`config.mk`:
```
export PLATFORM = sky130hd
export DESIGN_NAME = frame_bank_ctrl_flat
export DESIGN_NICKNAME = d
export VERILOG_FILES = /design/src/rtl/frame_pkg.sv /design/src/rtl/frame_bank_if.sv /design/src/rtl/frame_pix_counter.sv /design/src/rtl/frame_bank_ctrl.sv /design/src/flat_wrapper.sv
export SDC_FILE = /design/constraint.sdc
export NUM_CORES = 1
export LEC_CHECK = 0
export CELL_PAD_IN_SITES_DETAIL_PLACEMENT = 1
export CELL_PAD_IN_SITES_GLOBAL_PLACEMENT = 1
export CORE_MARGIN = 10
export CORE_UTILIZATION = 35
export DETAILED_ROUTE_END_ITERATION = 6
export PLACE_DENSITY_LB_ADDON = 0.1
export SLEW_MARGIN = 20
export SYNTH_ARGS = -nofsm -noshare
export SYNTH_HDL_FRONTEND = slang
export SYNTH_SLANG_ARGS = --single-unit
```
`constraint.sdc`:
```
create_clock -name clk -period 1.84 [get_ports clk]
set_input_delay 0.184 -clock clk [delete_from_list [all_inputs] [get_ports clk]]
set_output_delay 0.184 -clock clk [all_outputs]
set_load 0.01 [all_outputs]
```
`src/rtl/frame_pkg.sv`:
```
// Shared defaults and state encoding for the frame bank controller slice.
package frame_pkg;

    localparam int PIX_NUM_DEF = 10000;
    localparam int ADDR_W_DEF  = 14;
    localparam int DATA_W_DEF  = 8;

    typedef enum logic [1:0] {
        ST_IDLE      = 2'd0,
        ST_RUN       = 2'd1,
        ST_WAIT_SWAP = 2'd2
    } frame_state_e;

endpackage

```
`src/rtl/frame_bank_if.sv`:
```
// Result stream from the processing datapath and the shared write port into both banks.
interface frame_bank_if import frame_pkg::*; #(
    parameter int ADDR_W = ADDR_W_DEF,
    parameter int DATA_W = DATA_W_DEF
);
    logic              proc_valid;
    logic [ADDR_W-1:0] proc_addr;
    logic [DATA_W-1:0] proc_data;
    logic              wr_en_a;
    logic              wr_en_b;
    logic [ADDR_W-1:0] wr_addr;
    logic [DATA_W-1:0] wr_data;

    modport master (
        output proc_valid, proc_addr, proc_data,
        input  wr_en_a, wr_en_b, wr_addr, wr_data
    );

    modport slave (
        input  proc_valid, proc_addr, proc_data,
        output wr_en_a, wr_en_b, wr_addr, wr_data
    );
endinterface

```
`src/rtl/frame_pix_counter.sv`:
```
// Clearable pixel counter; tc flags the last pixel of a frame (PIX_NUM-1).
module frame_pix_counter import frame_pkg::*; #(
    parameter int PIX_NUM = PIX_NUM_DEF,
    parameter int CNT_W   = ADDR_W_DEF
) (
    input  logic clk,
    input  logic rst,
    input  logic clr,
    input  logic inc,
    output logic tc
);
    localparam logic [CNT_W-1:0] LAST_C = CNT_W'(PIX_NUM - 1);

    logic [CNT_W-1:0] count_r;

    // Count accepted pixels; clear wins over increment, wrap after the last pixel.
    always_ff @(posedge clk) begin
        if (rst || clr) begin
            count_r <= {CNT_W{1'b0}};
        end else if (inc) begin
            count_r <= (count_r == LAST_C) ? {CNT_W{1'b0}} : count_r + {{(CNT_W-1){1'b0}}, 1'b1};
        end else begin
            count_r <= count_r;
        end
    end

    assign tc = (count_r == LAST_C);
endmodule

```
`src/rtl/frame_bank_ctrl.sv`:
```
// Double-buffered frame bank controller: one processing pass writes the hidden bank,
// then the banks swap at the next vertical-blanking boundary.
module frame_bank_ctrl import frame_pkg::*; #(
    parameter int PIX_NUM = PIX_NUM_DEF,
    parameter int ADDR_W  = ADDR_W_DEF,
    parameter int DATA_W  = DATA_W_DEF
) (
    input  logic         clk,
    input  logic         rst,
    input  logic         start,
    input  logic         func_sel,
    input  logic         frame_boundary,
    frame_bank_if.slave  bus,
    output logic         op_start,
    output logic         op_func,
    output logic         disp_bank,
    output logic         busy,
    output logic         swap_pulse,
    output logic [7:0]   frames_done,
    output logic         err_overrun,
    output logic         err_addr
);
    localparam logic [ADDR_W:0] PIX_LIM_C = (ADDR_W+1)'(PIX_NUM);

    frame_state_e      state_r, state_nxt_s;
    logic              launch_s, cnt_clr_s, cnt_inc_s, cnt_tc_s, addr_ok_s;
    logic              wr_fire_s, swap_s, err_addr_set_s, err_ovr_set_s;
    logic              op_start_r, op_func_r, disp_bank_r, busy_r, swap_pulse_r;
    logic              wr_en_a_r, wr_en_b_r, err_overrun_r, err_addr_r;
    logic [ADDR_W-1:0] wr_addr_r;
    logic [DATA_W-1:0] wr_data_r;
    logic [7:0]        frames_done_r;

    assign addr_ok_s = ({1'b0, bus.proc_addr} < PIX_LIM_C);

    frame_pix_counter #(.PIX_NUM(PIX_NUM), .CNT_W(ADDR_W)) u_pix_counter (
        .clk (clk),
        .rst (rst),
        .clr (cnt_clr_s),
        .inc (cnt_inc_s),
        .tc  (cnt_tc_s)
    );

    // State register.
    always_ff @(posedge clk) begin
        if (rst) begin
            state_r <= ST_IDLE;
        end else begin
            state_r <= state_nxt_s;
        end
    end

    // Next-state and per-cycle action decode.
    always_comb begin
        state_nxt_s    = state_r;
        launch_s       = 1'b0;
        cnt_clr_s      = 1'b0;
        cnt_inc_s      = 1'b0;
        wr_fire_s      = 1'b0;
        swap_s         = 1'b0;
        err_addr_set_s = 1'b0;
        err_ovr_set_s  = 1'b0;
        case (state_r)
            ST_IDLE: begin
                if (start) begin
                    launch_s    = 1'b1;
                    cnt_clr_s   = 1'b1;
                    state_nxt_s = ST_RUN;
                end else begin
                    state_nxt_s = ST_IDLE;
                end
                err_ovr_set_s = bus.proc_valid;
            end
            ST_RUN: begin
                if (bus.proc_valid) begin
                    cnt_inc_s      = 1'b1;
                    wr_fire_s      = addr_ok_s;
                    err_addr_set_s = ~addr_ok_s;
                    // A boundary coinciding with the last pixel is deliberately not honoured here.
                    state_nxt_s    = cnt_tc_s ? ST_WAIT_SWAP : ST_RUN;
                end else begin
                    state_nxt_s = ST_RUN;
                end
            end
            ST_WAIT_SWAP: begin
                if (frame_boundary) begin
                    swap_s      = 1'b1;
                    state_nxt_s = ST_IDLE;
                end else begin
                    state_nxt_s = ST_WAIT_SWAP;
                end
                err_ovr_set_s = bus.proc_valid;
            end
            default: begin
                state_nxt_s = ST_IDLE;
            end
        endcase
    end

    // Registered outputs; the write bank is always the one not being displayed.
    always_ff @(posedge clk) begin
        if (rst) begin
            op_start_r    <= 1'b0;
            op_func_r     <= 1'b0;
            wr_en_a_r     <= 1'b0;
            wr_en_b_r     <= 1'b0;
            wr_addr_r     <= {ADDR_W{1'b0}};
            wr_data_r     <= {DATA_W{1'b0}};
            disp_bank_r   <= 1'b0;
            busy_r        <= 1'b0;
            swap_pulse_r  <= 1'b0;
            frames_done_r <= 8'd0;
            err_overrun_r <= 1'b0;
            err_addr_r    <= 1'b0;
        end else begin
            op_start_r    <= launch_s;
            op_func_r     <= launch_s ? func_sel : op_func_r;
            wr_en_a_r     <= wr_fire_s & disp_bank_r;
            wr_en_b_r     <= wr_fire_s & ~disp_bank_r;
            wr_addr_r     <= wr_fire_s ? bus.proc_addr : wr_addr_r;
            wr_data_r     <= wr_fire_s ? bus.proc_data : wr_data_r;
            disp_bank_r   <= disp_bank_r ^ swap_s;
            busy_r        <= (state_nxt_s != ST_IDLE);
            swap_pulse_r  <= swap_s;
            frames_done_r <= swap_s ? frames_done_r + 8'd1 : frames_done_r;
            err_overrun_r <= err_overrun_r | err_ovr_set_s;
            err_addr_r    <= err_addr_r | err_addr_set_s;
        end
    end

    assign op_start    = op_start_r;
    assign op_func     = op_func_r;
    assign bus.wr_en_a = wr_en_a_r;
    assign bus.wr_en_b = wr_en_b_r;
    assign bus.wr_addr = wr_addr_r;
    assign bus.wr_data = wr_data_r;
    assign disp_bank   = disp_bank_r;
    assign busy        = busy_r;
    assign swap_pulse  = swap_pulse_r;
    assign frames_done = frames_done_r;
    assign err_overrun = err_overrun_r;
    assign err_addr    = err_addr_r;
endmodule

```
`src/flat_wrapper.sv`:
```
// flat-port wrapper written by rule: the top's interface ports become plain ports
module frame_bank_ctrl_flat import frame_pkg::*;
#(
    parameter int PIX_NUM = PIX_NUM_DEF,
    parameter int ADDR_W  = ADDR_W_DEF,
    parameter int DATA_W  = DATA_W_DEF
)
  (clk, rst, start, func_sel, frame_boundary, op_start, op_func, disp_bank, busy, swap_pulse, frames_done, err_overrun, err_addr, bus_proc_valid, bus_proc_addr, bus_proc_data, bus_wr_en_a, bus_wr_en_b, bus_wr_addr, bus_wr_data);
  frame_bank_if #(.ADDR_W(ADDR_W), .DATA_W(DATA_W)) bus_i ();
  input  logic clk;
  input  logic rst;
  input  logic start;
  input  logic func_sel;
  input  logic frame_boundary;
  output logic op_start;
  output logic op_func;
  output logic disp_bank;
  output logic busy;
  output logic swap_pulse;
  output logic [7:0] frames_done;
  output logic err_overrun;
  output logic err_addr;
  input wire logic [$bits(bus_i.proc_valid)-1:0] bus_proc_valid;
  input wire logic [$bits(bus_i.proc_addr)-1:0] bus_proc_addr;
  input wire logic [$bits(bus_i.proc_data)-1:0] bus_proc_data;
  output wire logic [$bits(bus_i.wr_en_a)-1:0] bus_wr_en_a;
  output wire logic [$bits(bus_i.wr_en_b)-1:0] bus_wr_en_b;
  output wire logic [$bits(bus_i.wr_addr)-1:0] bus_wr_addr;
  output wire logic [$bits(bus_i.wr_data)-1:0] bus_wr_data;
  assign bus_i.proc_valid = bus_proc_valid;
  assign bus_i.proc_addr = bus_proc_addr;
  assign bus_i.proc_data = bus_proc_data;
  assign bus_wr_en_a = bus_i.wr_en_a;
  assign bus_wr_en_b = bus_i.wr_en_b;
  assign bus_wr_addr = bus_i.wr_addr;
  assign bus_wr_data = bus_i.wr_data;
  frame_bank_ctrl #(.PIX_NUM(PIX_NUM), .ADDR_W(ADDR_W), .DATA_W(DATA_W)) u_core (.clk(clk), .rst(rst), .start(start), .func_sel(func_sel), .frame_boundary(frame_boundary), .bus(bus_i), .op_start(op_start), .op_func(op_func), .disp_bank(disp_bank), .busy(busy), .swap_pulse(swap_pulse), .frames_done(frames_done), .err_overrun(err_overrun), .err_addr(err_addr));
endmodule
```
### Wiring heat map, run 1

21 x 21 tiles, from dark blue (low) to red (high), scaled to the fullest tile. Values are wire area over tile area, all layers added.
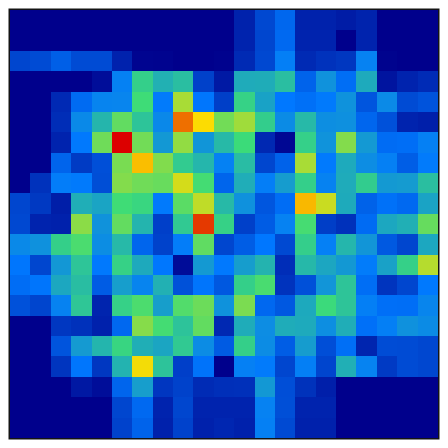
fullest tile: 0.39
mean over tiles: 0.091
tiles over half the peak: 9.8%
nearly empty tiles: 20%
all-layer global routing usage: 0.1177
DRT Wirelength: 6.096 mm
WL/cell: 14.83 um
DR vias: 2013

### Clock distribution, run 1

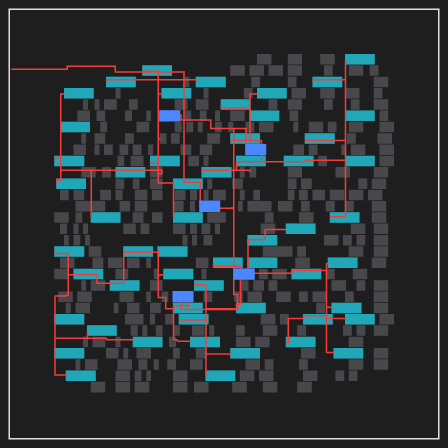
[clock wires] red | length: 724 um
[clock drivers] blue | count: 5
[flip-flops] cyan | count: 55
routed clock nets: 6
clock-net power: 0.660 mW
Setup Skew: 0.004819 ns
Clk pwr share: 0.307
Latency at later pin: 0.31 ns

==> impl_metrics.yaml, run 1 <==
# flow metrics
final_layout:
  utilization: 0.4883
  syn_to_final_growth_pct: 36.92
  stdcell_count: 411
  drive_above_1_share: 0.08459
power:
  p_leak_nw: 1.146
  powerDensity_nw_per_um2: 652.3
  p_sw_mw: 0.5200
  total_power_mw: 2.152
  p_seq_frac: 0.573
  p_seq_mw: 1.23
clock_tree:
  hold_buffers: 0
  cts_setup_buffers: 0
  path_clk_slew_ns: 0.10
  cts_resized: 0
drt:
  first_pass_iters: 4
place:
  port_buffers: 66
run_status:
  status: "complete, no violations"
yosys:
  synth_cells: 257
  synthTopCellsByCount: "dfxtp_1, nand2b_1, nor2_1"
setup_path:
  crit_slowest_cell: "dfxtp_1"
### Cell placement, run 1

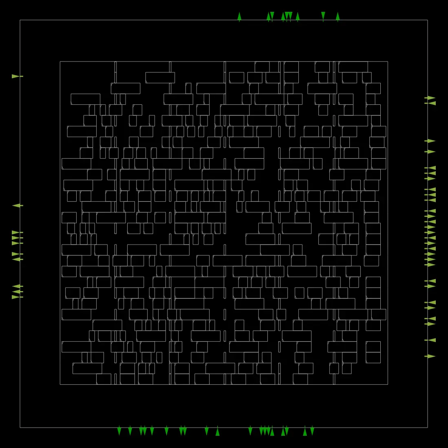
row count: 30
sequential fraction of total cell area: 0.3337
core area: 6756 um2

==> run 2, diff against run 1 <==
--- a/config.mk
+++ b/config.mk
@@ -10,6 +10,7 @@
 export CORE_MARGIN = 10
 export CORE_UTILIZATION = 35
 export DETAILED_ROUTE_END_ITERATION = 6
+export HOLD_SLACK_MARGIN = 0.02
 export PLACE_DENSITY_LB_ADDON = 0.1
 export SLEW_MARGIN = 20
 export SYNTH_ARGS = -nofsm -noshare
### Clock distribution, run 2

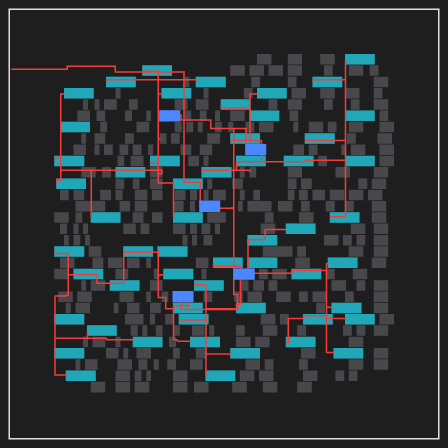
[clock wires] red | length: 724 um
[flip-flops] cyan | count: 55
[clock drivers] blue | count: 5
routed clock nets: 6

==> impl_metrics.yaml, run 2 <==
# flow metrics
clock_tree:
  cts_setup_buffers: 0
  path_clk_slew_ns: 0.10
  cts_resized: 0
  hold_buffers: 0
power:
  power_frac_clock: 0.307
  p_leak_nw: 1.146
  powerDensity_nw_per_um2: 652.3
  p_clk_mw: 0.660
  p_sw_mw: 0.5200
yosys:
  synth_cells: 257
  synthTopCellsByCount: "dfxtp_1, nand2b_1, nor2_1"
place:
  port_buffers: 66
final_layout:
  utilization: 0.4883
  syn_to_final_growth_pct: 36.92
  seq_share: 0.3337
  stdcell_count: 411
timing:
  finClkSkew_ns: 0.004819
drt:
  totalWireLength_mm: 6.096
run_status:
  status: "complete, no violations"
floorplan:
  num_rows: 30
Power and IR drop assume default switching activity.
